### config.mk
export PLATFORM = sky130hd
export DESIGN_NAME = semseg_capture
export DESIGN_NICKNAME = d
export VERILOG_FILES = /design/src/rtl/semseg_capture.sv
export SDC_FILE = /design/constraint.sdc
export NUM_CORES = 1
export LEC_CHECK = 0
export CORE_MARGIN = 10
export CORE_UTILIZATION = 45
export CTS_CLUSTER_DIAMETER = 80
export DETAILED_ROUTE_END_ITERATION = 6
export DONT_BUFFER_PORTS = 1
export PLACE_DENSITY_LB_ADDON = 0.25
export SLEW_MARGIN = 20
export SYNTH_ARGS = -nofsm -noshare
export SYNTH_HDL_FRONTEND = slang
export SYNTH_SLANG_ARGS = --single-unit
### constraint.sdc
create_clock -name clk_i -period 3.6 [get_ports clk_i]
set_input_delay 0.54 -clock clk_i [delete_from_list [all_inputs] [get_ports clk_i]]
set_output_delay 0.54 -clock clk_i [all_outputs]
set_load 0.01 [all_outputs]
### src/rtl/semseg_capture.sv
// Receive side of the multiplexed seven-segment link. Resynchronises the
// anode/cathode bus, waits for it to settle, and rebuilds one active-high
// segment pattern per digit. Reports complete frames, anode bus faults and
// a scanner that has stopped producing valid digits.
module semseg_capture #(
    parameter int SEMSEGS_NUM    = 8,
    parameter int STABLE_CYCLES  = 4,
    parameter int TIMEOUT_CYCLES = 4096
) (
    input  logic                            clk_i,
    input  logic                            arstn_i,
    input  logic [6:0]                      seg_i,
    input  logic [SEMSEGS_NUM-1:0]          an_i,
    input  logic                            clr_err_i,
    output logic [SEMSEGS_NUM-1:0][6:0]     digits_o,
    output logic [SEMSEGS_NUM-1:0]          valid_mask_o,
    output logic                            frame_valid_o,
    output logic                            error_o,
    output logic                            stale_o
);
    localparam int W  = SEMSEGS_NUM + 7;
    localparam int CW = $clog2(STABLE_CYCLES + 1);
    localparam int TW = $clog2(TIMEOUT_CYCLES + 1);

    logic [W-1:0]           sync_q, s_q, p_q;
    logic [CW-1:0]          cnt_q;
    logic [TW-1:0]          tcnt_q;
    logic [SEMSEGS_NUM-1:0] an_low, new_mask;
    logic                   strobe, multi_cold, one_cold, capture, bad;

    // Anodes are active-low: a set bit in an_low marks a lit digit.
    assign an_low     = ~s_q[W-1:7];
    // One strobe per stable window: the counter saturates past the trigger value.
    assign strobe     = (s_q == p_q) && (cnt_q == CW'(STABLE_CYCLES - 1));
    assign multi_cold = (an_low & (an_low - SEMSEGS_NUM'(1))) != '0;
    assign one_cold   = (an_low != '0) && !multi_cold;
    assign capture    = strobe && one_cold;
    assign bad        = strobe && multi_cold;
    assign new_mask   = valid_mask_o | an_low;
    assign stale_o    = (tcnt_q == TW'(TIMEOUT_CYCLES));

    // Two-flop synchroniser plus one delayed copy for change detection;
    // resets to the idle (all-high) bus level.
    always_ff @(posedge clk_i or negedge arstn_i) begin
        if (!arstn_i) begin
            sync_q <= '1;
            s_q    <= '1;
            p_q    <= '1;
        end else begin
            sync_q <= {an_i, seg_i};
            s_q    <= sync_q;
            p_q    <= s_q;
        end
    end

    // Stability counter: restarts on any bus change, saturates at STABLE_CYCLES.
    always_ff @(posedge clk_i or negedge arstn_i) begin
        if (!arstn_i)
            cnt_q <= '0;
        else if (s_q != p_q)
            cnt_q <= '0;
        else if (cnt_q != CW'(STABLE_CYCLES))
            cnt_q <= cnt_q + CW'(1);
    end

    // Digit capture, mask tracking and the frame pulse; the completing digit
    // is written on the same edge that raises the pulse and clears the mask.
    always_ff @(posedge clk_i or negedge arstn_i) begin
        if (!arstn_i) begin
            digits_o      <= '0;
            valid_mask_o  <= '0;
            frame_valid_o <= 1'b0;
        end else begin
            frame_valid_o <= 1'b0;
            if (capture) begin
                for (int k = 0; k < SEMSEGS_NUM; k++)
                    if (an_low[k]) digits_o[k] <= ~s_q[6:0];
                if (&new_mask) begin
                    frame_valid_o <= 1'b1;
                    valid_mask_o  <= '0;
                end else begin
                    valid_mask_o  <= new_mask;
                end
            end
        end
    end

    // Sticky bus-fault flag; a fault arriving with a clear keeps the flag set.
    always_ff @(posedge clk_i or negedge arstn_i) begin
        if (!arstn_i)
            error_o <= 1'b0;
        else if (bad)
            error_o <= 1'b1;
        else if (clr_err_i)
            error_o <= 1'b0;
    end

    // Cycles since the last valid capture, saturating at the timeout value.
    always_ff @(posedge clk_i or negedge arstn_i) begin
        if (!arstn_i)
            tcnt_q <= '0;
        else if (capture)
            tcnt_q <= '0;
        else if (tcnt_q != TW'(TIMEOUT_CYCLES))
            tcnt_q <= tcnt_q + TW'(1);
    end

endmodule

**Run 1: placement view**

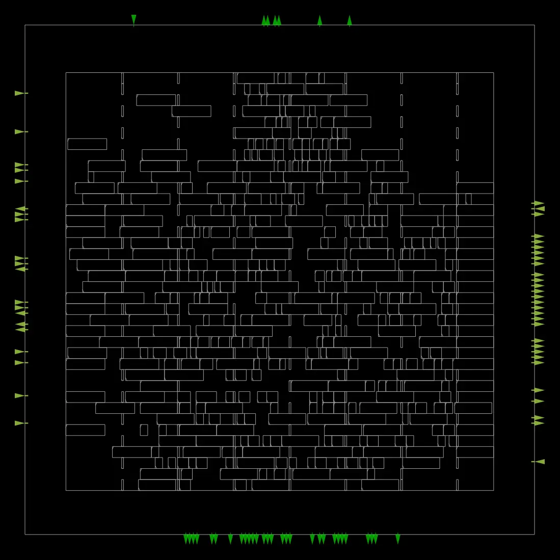
layout sequential cell count: 127
Filler Cell Count: 937
std cell rows: 38
core footprint: 10940 µm²
final std cells w/o fill: 563

**Run 1: sizing map**

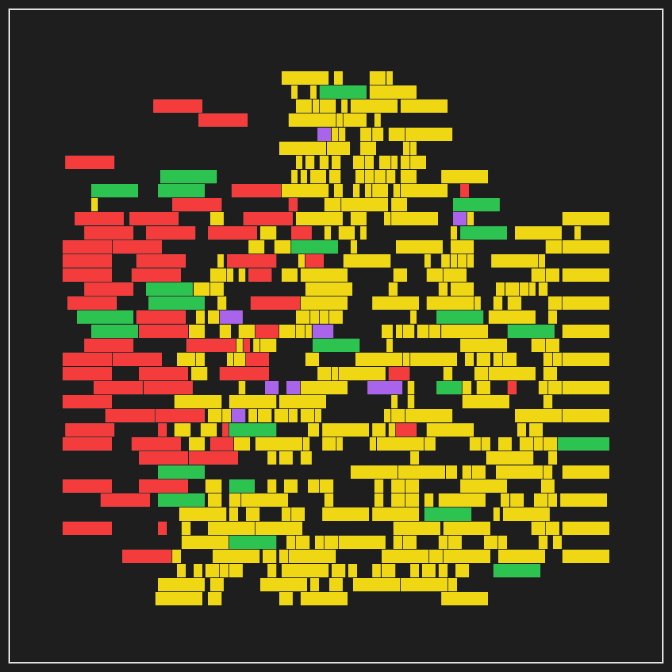
| size | color | cells | share |
|---|---|---|---|
| x2 | red | 60 | 14% |
| x6 and larger | green | 23 | 5.4% |
| x3 and x4 | purple | 8 | 1.9% |
| x1 and smaller | yellow | 332 | 78% |

**Run 1: sequential cells colored by netlist name**

Bar = 50 µm.
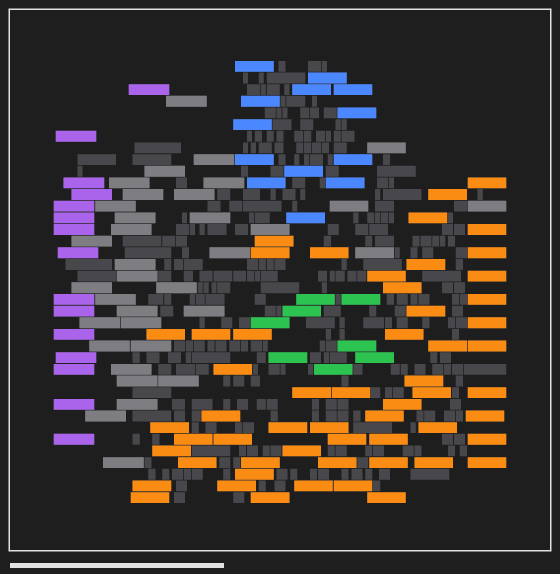
| signal | color | flops |
|---|---|---|
| sync_q | purple | 15 |
| tcnt_q | blue | 13 |
| digits_o | orange | 56 |
| valid_mask_o | green | 8 |

==> flow_summary.json, run 1 <==
{
  "grt_pass1_vias": 3231,
  "synth.avg_cell_area_um2": 12.04,
  "vias": 3246,
  "wl_per_cell_um": 20.89,
  "yosys_area_um2": 5059,
  "regToRegEndpoint": "tcnt_q[11]$_DFFE_PN0P_",
  "status": "finished, final reports clean",
  "synth-edff-count": 0,
  "met1_length_um": 5042,
  "synthCells": 420,
  "largest_class": "sequential cells",
  "slowest_delay_ns": 0.70,
  "clkLatencyLatePin_ns": 0.41,
  "arrival_ns": 2.74,
  "synthTopCellsByArea": "dfrtp_1, dfstp_2, o31ai_1, xor2_1, o21ai_0",
  "grt_busiest_layer": "met2",
  "synth_warnings": 0,
  "comb_area_um2": 1568,
  "clk_pin_slew_ns": 0.06,
  "postLayoutCoreUtil_pct": 52.23,
  "postCtsSetupRepairBufs": 0,
  "critPathCaptureType": "register",
  "power_density_nw_per_um2": 573.6,
  "clkCellAreaFrac_pct": 10.47,
  "sw_frac_of_total_pct": 20.45,
  "fin_nets": 433,
  "cp_max_fo": 36,
  "clk-power_mw": 1.71,
  "grt_util_met3_pct": 7.005,
  "cts_buffer_depth": 2,
  "post_cts_resized": 0,
  "insertedDiodeCount": 0,
  "synth_cell_types": 39,
  "grt_use_met1_pct": 18.99,
  "lay_top_count": "dfrtp_1",
  "fp_nets": 443,
  "ff_type": "dfrtp_1",
  "track_usage_pct": 15.24,
  "pre_cts_ws_ns": 0.9412,
  "rr_worst_depth": 6,
  "grt-ovfl-total": 0,
  "p_seq_share_pct": 46.0,
  "start_kind": "register",
  "pwr.group.sequential_mw": 1.51,
  "warnings": 31,
  "drt-total-wl_um": 11760,
  "drtIter0Drc": 309,
  "htree_levels": 4,
  "drive_above_1_share_pct": 21.51,
  "cap_violations": 0,
  "logic_gate_count": 236,
  "most-common-layout-cells": "dfrtp_1, o31ai_1, dfstp_2, o21ai_0, o21ai_1",
  "hold_viol": 0,
  "critical-path-top-delay-family": "simple AND/OR/NAND/NOR gates",
  "power_leader": "the clock network",
  "grt_pass1_wl_um": 19050,
  "ys_async_sr_fraction_pct": 100.0,
  "dieWidth_um": 126.0,
  "setup_violations": 0,
  "die_area_um2": 15880,
  "area_growth_pct": 12.91,
  "cts_root_buf": "clkbuf_16",
  "worstHoldPathType": "primary input to asynchronous set/reset pin",
  "port_buffers": 0,
  "leakage_nw": 2.410,
  "fin_hold_ws_ns": 0.1044,
  "comb_power_share_pct": 1.9,
  "wl_met2_um": 5465,
  "tns_ns": 0,
  "cts_hold_repair.buffers": 1,
  "worst_pin_slew_ns": 0.7614,
  "n_tap_cell": 140
}
**Run 1: routed metal per tile**

25 x 25 tiles, from dark blue (low) to red (high), scaled to the fullest tile. Values are wire area over tile area, all layers added.
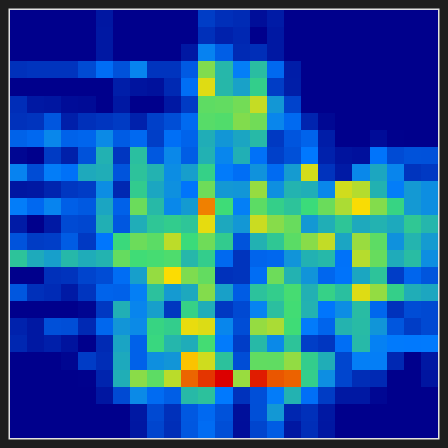

--- run 2 (diff from run 1) ---
clock period = 2.05 ns   (was 3.6 ns; I/O delays follow)
**Run 2: routed metal per tile**

25 x 25 tiles, from dark blue (low) to red (high), scaled to the fullest tile. Values are wire area over tile area, all layers added.
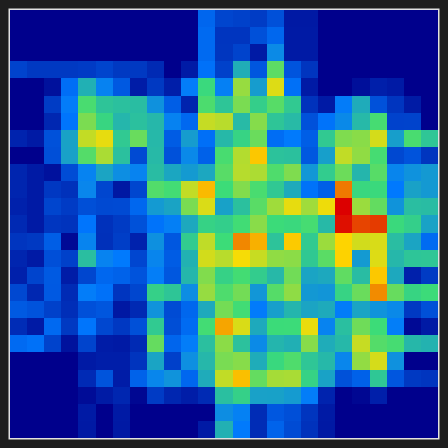
tiles over half the peak: 18%
nearly empty tiles: 21%
mean over tiles: 0.13
fullest tile: 0.51
emptiest ninth of the die: lower left
WL final: 13130 µm
wire per inst: 20.77 µm
Total GRT Usage: 15.83%

==> flow_summary.json, run 2 <==
{
  "nFillCells": 814,
  "hold_viol": 127,
  "lay_top_count": "dfrtp_1",
  "power_leader": "the clock network",
  "grt-ovfl-total": 0,
  "start_kind": "register",
  "leakage_nw": 2.919,
  "fin_nets": 502,
  "postCtsSetupRepairBufs": 3,
  "worst_pin_slew_ns": 0.5853,
  "slowest_delay_ns": 0.56,
  "clk-power_mw": 3.07,
  "failed_checks": "negative hold slack, negative setup slack",
  "die_area_um2": 15880,
  "rows": 38,
  "area_growth_pct": 38.24,
  "core_um2": 10940,
  "met1_length_um": 5225,
  "ys_async_sr_fraction_pct": 100.0,
  "clk_pin_slew_ns": 0.05,
  "drtIter0Drc": 167,
  "synth_warnings": 0,
  "comb_area_um2": 2235,
  "grt_pass1_wl_um": 19830,
  "grt_pass1_vias": 3611,
  "dieWidth_um": 126.0,
  "p_seq_share_pct": 44.5,
  "grt_use_met1_pct": 18.02,
  "cts_buffer_depth": 2,
  "vias": 3599,
  "status": "complete, but fails checks",
  "n_tap_cell": 140,
  "comb_power_share_pct": 3.2,
  "synth_cell_types": 39,
  "layout_setup_ws_ns": -0.08153,
  "clkLatencyLatePin_ns": 0.42,
  "cap_violations": 0,
  "htree_levels": 4,
  "setup_violations": 78,
  "pwr.group.sequential_mw": 2.62,
  "insertedDiodeCount": 0,
  "yosys_area_um2": 5059,
  "worstHoldPathType": "primary input to asynchronous set/reset pin",
  "largest_class": "sequential cells",
  "post_cts_resized": 47,
  "synth.avg_cell_area_um2": 12.04,
  "arrival_ns": 2.47,
  "fin_hold_ws_ns": -0.4183,
  "most-common-layout-cells": "dfrtp_1, o21ai_2, dfstp_2, buf_4, o31ai_2",
  "ff_count": 127,
  "rr_worst_depth": 6,
  "cts_root_buf": "clkbuf_16",
  "critPathCaptureType": "register",
  "cp_max_fo": 8,
  "postLayoutCoreUtil_pct": 63.95,
  "sw_frac_of_total_pct": 20.48,
  "cts_hold_repair.buffers": 15,
  "logic_gate_count": 237,
  "regToRegEndpoint": "valid_mask_o[7]$_DFFE_PN0P_",
  "ff_type": "dfrtp_1",
  "pre_cts_ws_ns": -0.1898,
  "power_density_nw_per_um2": 840.9,
  "wl_met2_um": 6732,
  "grt_busiest_layer": "met2",
  "port_buffers": 0,
  "synthCells": 420,
  "final_cells": 632
}
**Run 2: sequential cells colored by netlist name**

Bar = 50 µm.
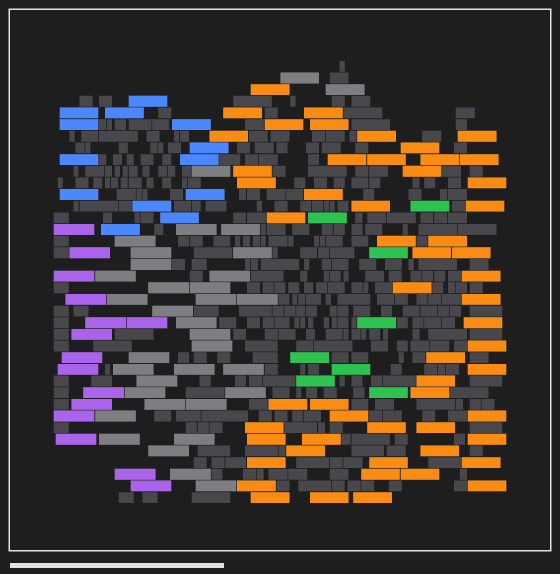
| signal | color | flops |
|---|---|---|
| tcnt_q | blue | 13 |
| digits_o | orange | 56 |
| valid_mask_o | green | 8 |
| sync_q | purple | 15 |

--- run 3 (diff from run 2) ---
CAP_MARGIN = 40   (was default)
CELL_PAD_IN_SITES_DETAIL_PLACEMENT = 0   (was default)
CELL_PAD_IN_SITES_GLOBAL_PLACEMENT = 1   (was default)
SLEW_MARGIN = default   (was 20)
**Run 3: sizing map**

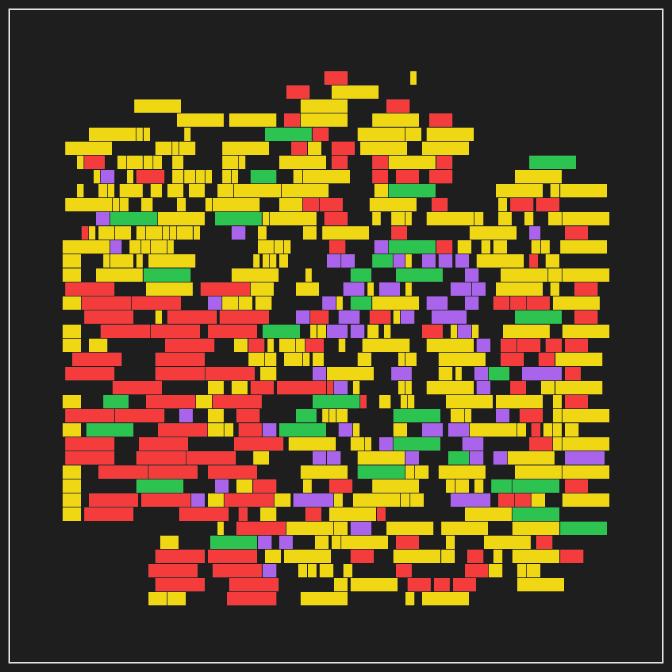
nonclk buf count: 60
Layout area overhead: 29.29%
post-route cell area: 6540 µm²
setup ws final: -0.009864 ns

**Run 3: routed metal per tile**

25 x 25 tiles, from dark blue (low) to red (high), scaled to the fullest tile. Values are wire area over tile area, all layers added.
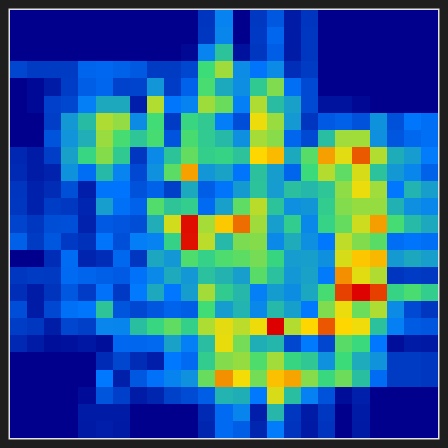
wire per inst: 20.23 µm
vias: 3474
Total GRT Usage: 15.76%
WL final: 12560 µm

==> flow_summary.json, run 3 <==
{
  "status": "complete, but fails checks",
  "failed_checks": "negative hold slack, negative setup slack",
  "pwr.group.sequential_mw": 2.62,
  "fin_nets": 491,
  "port_buffers": 0,
  "nFillCells": 877,
  "comb_power_share_pct": 2.7,
  "hold_viol": 127,
  "start_kind": "register",
  "comb_area_um2": 1928,
  "die_area_um2": 15880,
  "clkLatencyLatePin_ns": 0.42,
  "lay_top_count": "dfrtp_1",
  "layout_setup_ws_ns": -0.009864,
  "logic_gate_count": 237,
  "critPathCaptureType": "register",
  "cts_root_buf": "clkbuf_16",
  "cp_max_fo": 6,
  "synth.avg_cell_area_um2": 12.04,
  "p_seq_share_pct": 46.3,
  "grt_pass1_wl_um": 19900,
  "drtIter0Drc": 213,
  "clk-power_mw": 2.89,
  "wl_met2_um": 6162,
  "slowest_delay_ns": 0.60,
  "rows": 38,
  "postCtsSetupRepairBufs": 0,
  "pre_cts_ws_ns": -0.07823,
  "postLayoutCoreUtil_pct": 59.81,
  "arrival_ns": 2.37,
  "synth_cell_types": 39,
  "grt-ovfl-total": 0,
  "ys_async_sr_fraction_pct": 100.0,
  "yosys_area_um2": 5059,
  "met1_length_um": 5224,
  "leakage_nw": 2.762,
  "post_cts_resized": 12,
  "regToRegEndpoint": "valid_mask_o[3]$_DFFE_PN0P_",
  "largest_class": "sequential cells",
  "worstHoldPathType": "primary input to asynchronous set/reset pin",
  "setup_violations": 4,
  "sw_frac_of_total_pct": 21.02,
  "clk_pin_slew_ns": 0.06,
  "grt_pass1_vias": 3621,
  "fin_hold_ws_ns": -0.4116
}
